`src/rtl/mem_s2_arbiter.sv`:
```
// Two-requester arbiter for the s2 port of a shared on-chip RAM (read latency 1).
// Round-robin by default; define MEM_ARB_FIXED_PRIO_EN to make A always win ties.
module mem_s2_arbiter #(
  parameter int ADDR_W = 7,
  parameter int DATA_W = 32
) (
  input  logic                clk,
  input  logic                reset,
  input  logic                a_req,
  input  logic                a_we,
  input  logic [ADDR_W-1:0]   a_addr,
  input  logic [DATA_W-1:0]   a_wdata,
  input  logic [DATA_W/8-1:0] a_be,
  output logic                a_gnt,
  output logic                a_done,
  output logic [DATA_W-1:0]   a_rdata,
  input  logic                b_req,
  input  logic                b_we,
  input  logic [ADDR_W-1:0]   b_addr,
  input  logic [DATA_W-1:0]   b_wdata,
  input  logic [DATA_W/8-1:0] b_be,
  output logic                b_gnt,
  output logic                b_done,
  output logic [DATA_W-1:0]   b_rdata,
  output logic [ADDR_W-1:0]   mem_address,
  output logic                mem_chipselect,
  output logic                mem_clken,
  output logic                mem_write,
  output logic [DATA_W-1:0]   mem_writedata,
  output logic [DATA_W/8-1:0] mem_byteenable,
  input  logic [DATA_W-1:0]   mem_readdata,
  output logic                busy
);

  localparam int BE_W = DATA_W / 8;

  typedef enum logic [1:0] {
    ST_IDLE,
    ST_ACCESS,
    ST_WAIT,
    ST_RESP
  } state_t;

  state_t              state_reg, state_next;
  logic                start;
  logic                win_b;
  logic                sel_b_reg;
  logic                we_reg;
  logic [ADDR_W-1:0]   addr_reg;
  logic [DATA_W-1:0]   wdata_reg;
  logic [BE_W-1:0]     be_reg;
  logic                cs_reg, clken_reg, write_reg;
  logic                a_gnt_reg, b_gnt_reg, a_done_reg, b_done_reg;
  logic [DATA_W-1:0]   a_rdata_reg, b_rdata_reg;

  assign start = (state_reg == ST_IDLE) && (a_req || b_req);

`ifdef MEM_ARB_FIXED_PRIO_EN
  assign win_b = b_req && !a_req;
`else
  // prio_b_reg set means B takes the next tie (A was served last)
  logic prio_b_reg;

  always_ff @(posedge clk) begin
    if (reset) begin
      prio_b_reg <= 1'b0;
    end else if (start) begin
      prio_b_reg <= !win_b;
    end
  end

  assign win_b = b_req && (!a_req || prio_b_reg);
`endif

  always_comb begin
    state_next = state_reg;
    case (state_reg)
      ST_IDLE:   if (start) state_next = ST_ACCESS;
      ST_ACCESS: state_next = ST_WAIT;
      ST_WAIT:   state_next = ST_RESP;
      ST_RESP:   state_next = ST_IDLE;
      default:   state_next = ST_IDLE;
    endcase
  end

  // All RAM-facing strobes are registered, decoded one cycle ahead from state_next.
  always_ff @(posedge clk) begin
    if (reset) begin
      state_reg   <= ST_IDLE;
      sel_b_reg   <= 1'b0;
      we_reg      <= 1'b0;
      addr_reg    <= '0;
      wdata_reg   <= '0;
      be_reg      <= '0;
      cs_reg      <= 1'b0;
      clken_reg   <= 1'b0;
      write_reg   <= 1'b0;
      a_gnt_reg   <= 1'b0;
      b_gnt_reg   <= 1'b0;
      a_done_reg  <= 1'b0;
      b_done_reg  <= 1'b0;
      a_rdata_reg <= '0;
      b_rdata_reg <= '0;
    end else begin
      state_reg  <= state_next;
      cs_reg     <= 1'b0;
      write_reg  <= 1'b0;
      a_gnt_reg  <= 1'b0;
      b_gnt_reg  <= 1'b0;
      clken_reg  <= (state_next == ST_ACCESS) || (state_next == ST_WAIT);
      a_done_reg <= (state_reg == ST_WAIT) && !sel_b_reg;
      b_done_reg <= (state_reg == ST_WAIT) && sel_b_reg;
      if (start) begin
        sel_b_reg <= win_b;
        we_reg    <= win_b ? b_we    : a_we;
        addr_reg  <= win_b ? b_addr  : a_addr;
        wdata_reg <= win_b ? b_wdata : a_wdata;
        be_reg    <= win_b ? b_be    : a_be;
        cs_reg    <= 1'b1;
        write_reg <= win_b ? b_we : a_we;
        a_gnt_reg <= !win_b;
        b_gnt_reg <= win_b;
      end
      // RAM data for the ACCESS-cycle address is valid during WAIT
      if (state_reg == ST_WAIT && !we_reg) begin
        if (sel_b_reg) b_rdata_reg <= mem_readdata;
        else           a_rdata_reg <= mem_readdata;
      end
    end
  end

  assign a_gnt          = a_gnt_reg;
  assign b_gnt          = b_gnt_reg;
  assign a_done         = a_done_reg;
  assign b_done         = b_done_reg;
  assign a_rdata        = a_rdata_reg;
  assign b_rdata        = b_rdata_reg;
  assign mem_address    = addr_reg;
  assign mem_chipselect = cs_reg;
  assign mem_clken      = clken_reg;
  assign mem_write      = write_reg;
  assign mem_writedata  = wdata_reg;
  assign mem_byteenable = be_reg;
  assign busy           = (state_reg != ST_IDLE);

endmodule

```
`config.mk`:
```
export PLATFORM = sky130hd
export DESIGN_NAME = mem_s2_arbiter
export DESIGN_NICKNAME = d
export VERILOG_FILES = /design/src/rtl/mem_s2_arbiter.sv
export SDC_FILE = /design/constraint.sdc
export NUM_CORES = 1
export LEC_CHECK = 0
export ABC_AREA = 1
export CORE_MARGIN = 2
export CORE_UTILIZATION = 37
export CTS_BUF_LIST = sky130_fd_sc_hd__clkbuf_16
export CTS_CLUSTER_DIAMETER = 40
export CTS_CLUSTER_SIZE = 40
export DETAILED_ROUTE_END_ITERATION = 8
export GPL_ROUTABILITY_DRIVEN = 0
export GPL_TIMING_DRIVEN = 1
export PLACE_DENSITY = 0.76
export SYNTH_ARGS = -nofsm -noshare
export SYNTH_HDL_FRONTEND = slang
export SYNTH_SLANG_ARGS = --single-unit
```
`constraint.sdc`:
```
create_clock -name clk -period 1.6 [get_ports clk]
set_clock_uncertainty 0.1 [all_clocks]
set_input_delay 0.24 -clock clk [delete_from_list [all_inputs] [get_ports clk]]
set_output_delay 0.24 -clock clk [all_outputs]
set_load 0.01 [all_outputs]
```
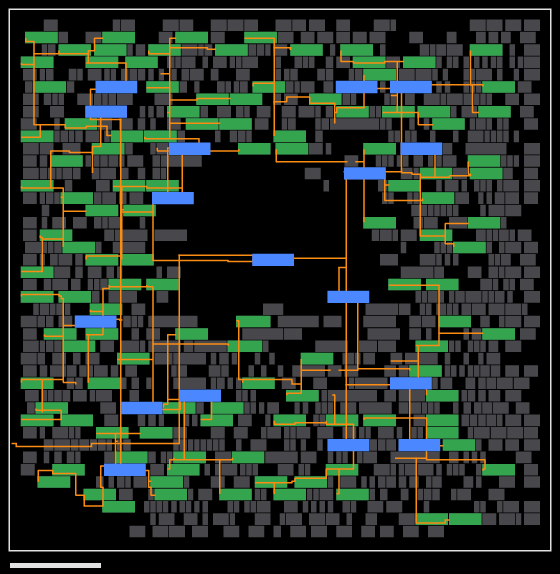
*Clock wires, drivers and flops*
The bar under the picture is 20 um long.
[orange] clock wires | length: 1,610 um
[blue] clock drivers | count: 17
[green] flip-flops | count: 119
flops lie: spread over the die
clock-net power: 3.95 mW
clock power share: 31.0%
worst skew pair latency: 0.41 ns

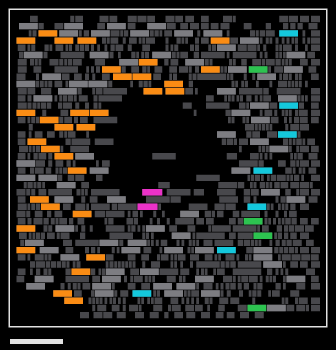
*Sequential cells grouped by signal name*
The bar under the picture is 20 um long.
| color | signal | flops |
|---|---|---|
| green | `mem_byteenable` | 4 |
| cyan | `mem_address` | 7 |
| magenta | `state_reg` | 2 |
| orange | `a_rdata` | 32 |
not colored: 74
FF+latch area: 2380 um2
sequential group power: 3.87 mW
sequential cell area share: 28.4%
Final Util: 64.2%

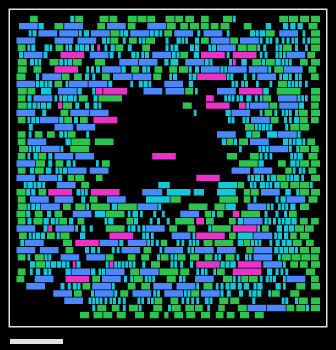
*Placement by cell class*
The bar under the picture is 20 um long.
| color | class | cells | share of their area |
|---|---|---|---|
| cyan | combinational and other logic | 527 | 29% |
| blue | sequential cells | 119 | 29% |
| green | remaining buffers and delay cells | 279 | 34% |
| magenta | clock drivers and dummy loads | 32 | 7.5% |

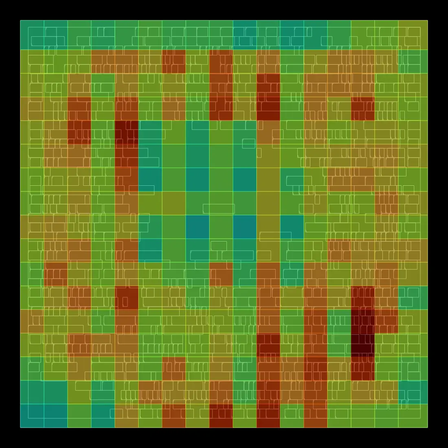
*Routing congestion map*
met3 usage: 8.52%
total global-route track usage: 22.6%
most used routing layer: met2
met2 GRT Util: 36.1%
drt wl/cell: 14.6 um

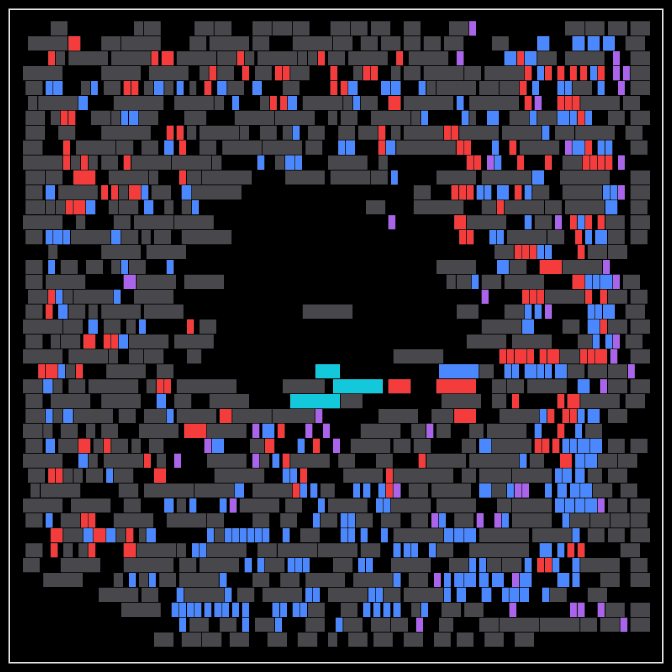
*Gate-type map*
| color | family | cells | most used |
|---|---|---|---|
| blue | nand cells | 255 | nand2_1 |
| purple | inv cells | 47 | inv_1 |
| cyan | fa/ha/maj cells | 3 | ha_4 |
| red | nor cells | 154 | nor2_1 |

==> impl_metrics.toml <==
# generated from flow reports
[die]
core_area_um2 = 13100
dieArea_um2 = 14200
fp-utilization_pct = 37.4
die_x_um = 119
io_pins = 239

[final_layout]
nFillCells = 1129
nets = 1071
drive_above_1_share_pct = 11.9

[power]
finalPower_mw = 12.7
ir_drop_mv = 0.924
power_per_cell_area_nw_per_um2 = 1520

[min_path]
hold_path_class = "input port to flop"

[timing]
setup_viol = 0
rsz0062_at_grt = "yes"

[placement]
place_inst = 1098

[global_routing]
overflow = 0
antenna_found_initial = 0
grt_max_degree = 53
grt_pass1_vias = 5076

[outcome]
status = "complete, no violations"

[flow_run]
maxCapViolations = 0

[synth]
ys_warn_count = 0
syn_area_um2 = 4890
synth.net_count = 821
topCombFamilyByArea = "simple AND/OR/NAND/NOR gates"
syn_area_per_cell_um2 = 7.05

[routing]
vias = 5442

[critical_path]
critPathLaunchType = "flop"
endpoint_kind = "flop"

[cts]
htreeDepth = 4
cts_resized = 124
postCtsSetupRepairBufs = 0
## layer usage
layer  global-route usage [%]  wire [um]  up-vias
li1                         -          -     2700
met1                     27.2       6970     2468
met2                     36.1       7540      244
met3                     8.52       1540       30
met4                     9.67        451        0
met5                        0          0        -
## worst max path at each step
stage,endpoint,cells after the start,startpoint,slack [ns]
floorplan,mem_address[1],10,state_reg[0],0.08
global placement,mem_clken,9,a_req,-0.11
detailed placement,mem_writedata[31],9,a_req,-0.15
CTS,a_rdata[29],8,state_reg[0],-0.005
global route,b_rdata[4],9,state_reg[0],-0.04
finish,b_rdata[25],9,state_reg[0],0.07
## cells in the mapped netlist (all sizes together)
master,n,area share (%)
a21oi,34,3.5
nand4,33,4.2
buf,23,2.8
nand3,49,5.0
clkbuf,25,1.9
inv,46,3.5
clkinv,1,0.077
nor3,1,0.10
o21ai,34,3.6
nand2,173,14
dfxtp,119,49
ha,3,0.77
nor2,153,12
## where the power goes
| group | switching [mW] | internal, mW | total [mW] |
|---|---|---|---|
| Sequential | 0.292 | 3.58 | 3.87 |
| Clock | 1.37 | 2.58 | 3.95 |
| Combinational | 2.65 | 2.26 | 4.92 |
| Total | 4.32 | 8.42 | 12.7 |
## final cells by class
type | instances | area share [%]
Timing Repair Buffer | 279 | 33.1
Sequential cell | 119 | 28.4
Multi-Input combinational cell | 480 | 26.5
Clock buffer | 17 | 5.06
Tap cell | 176 | 2.62
Clock inverter | 15 | 2.22
Inverter | 47 | 2.13
## critical path, cell delays in order (launching register included)
cell and delay, ns:
dfxtp_2 0.32, inv_2 0.08, buf_6 0.11, ha_4 0.13, nand2_2 0.08, nor2_4 0.21
inv_4 0.10, buf_12 0.16, nor2_1 0.09, nor2_1 0.05
No activity file was given, so power comes from the tool's default toggle rates.
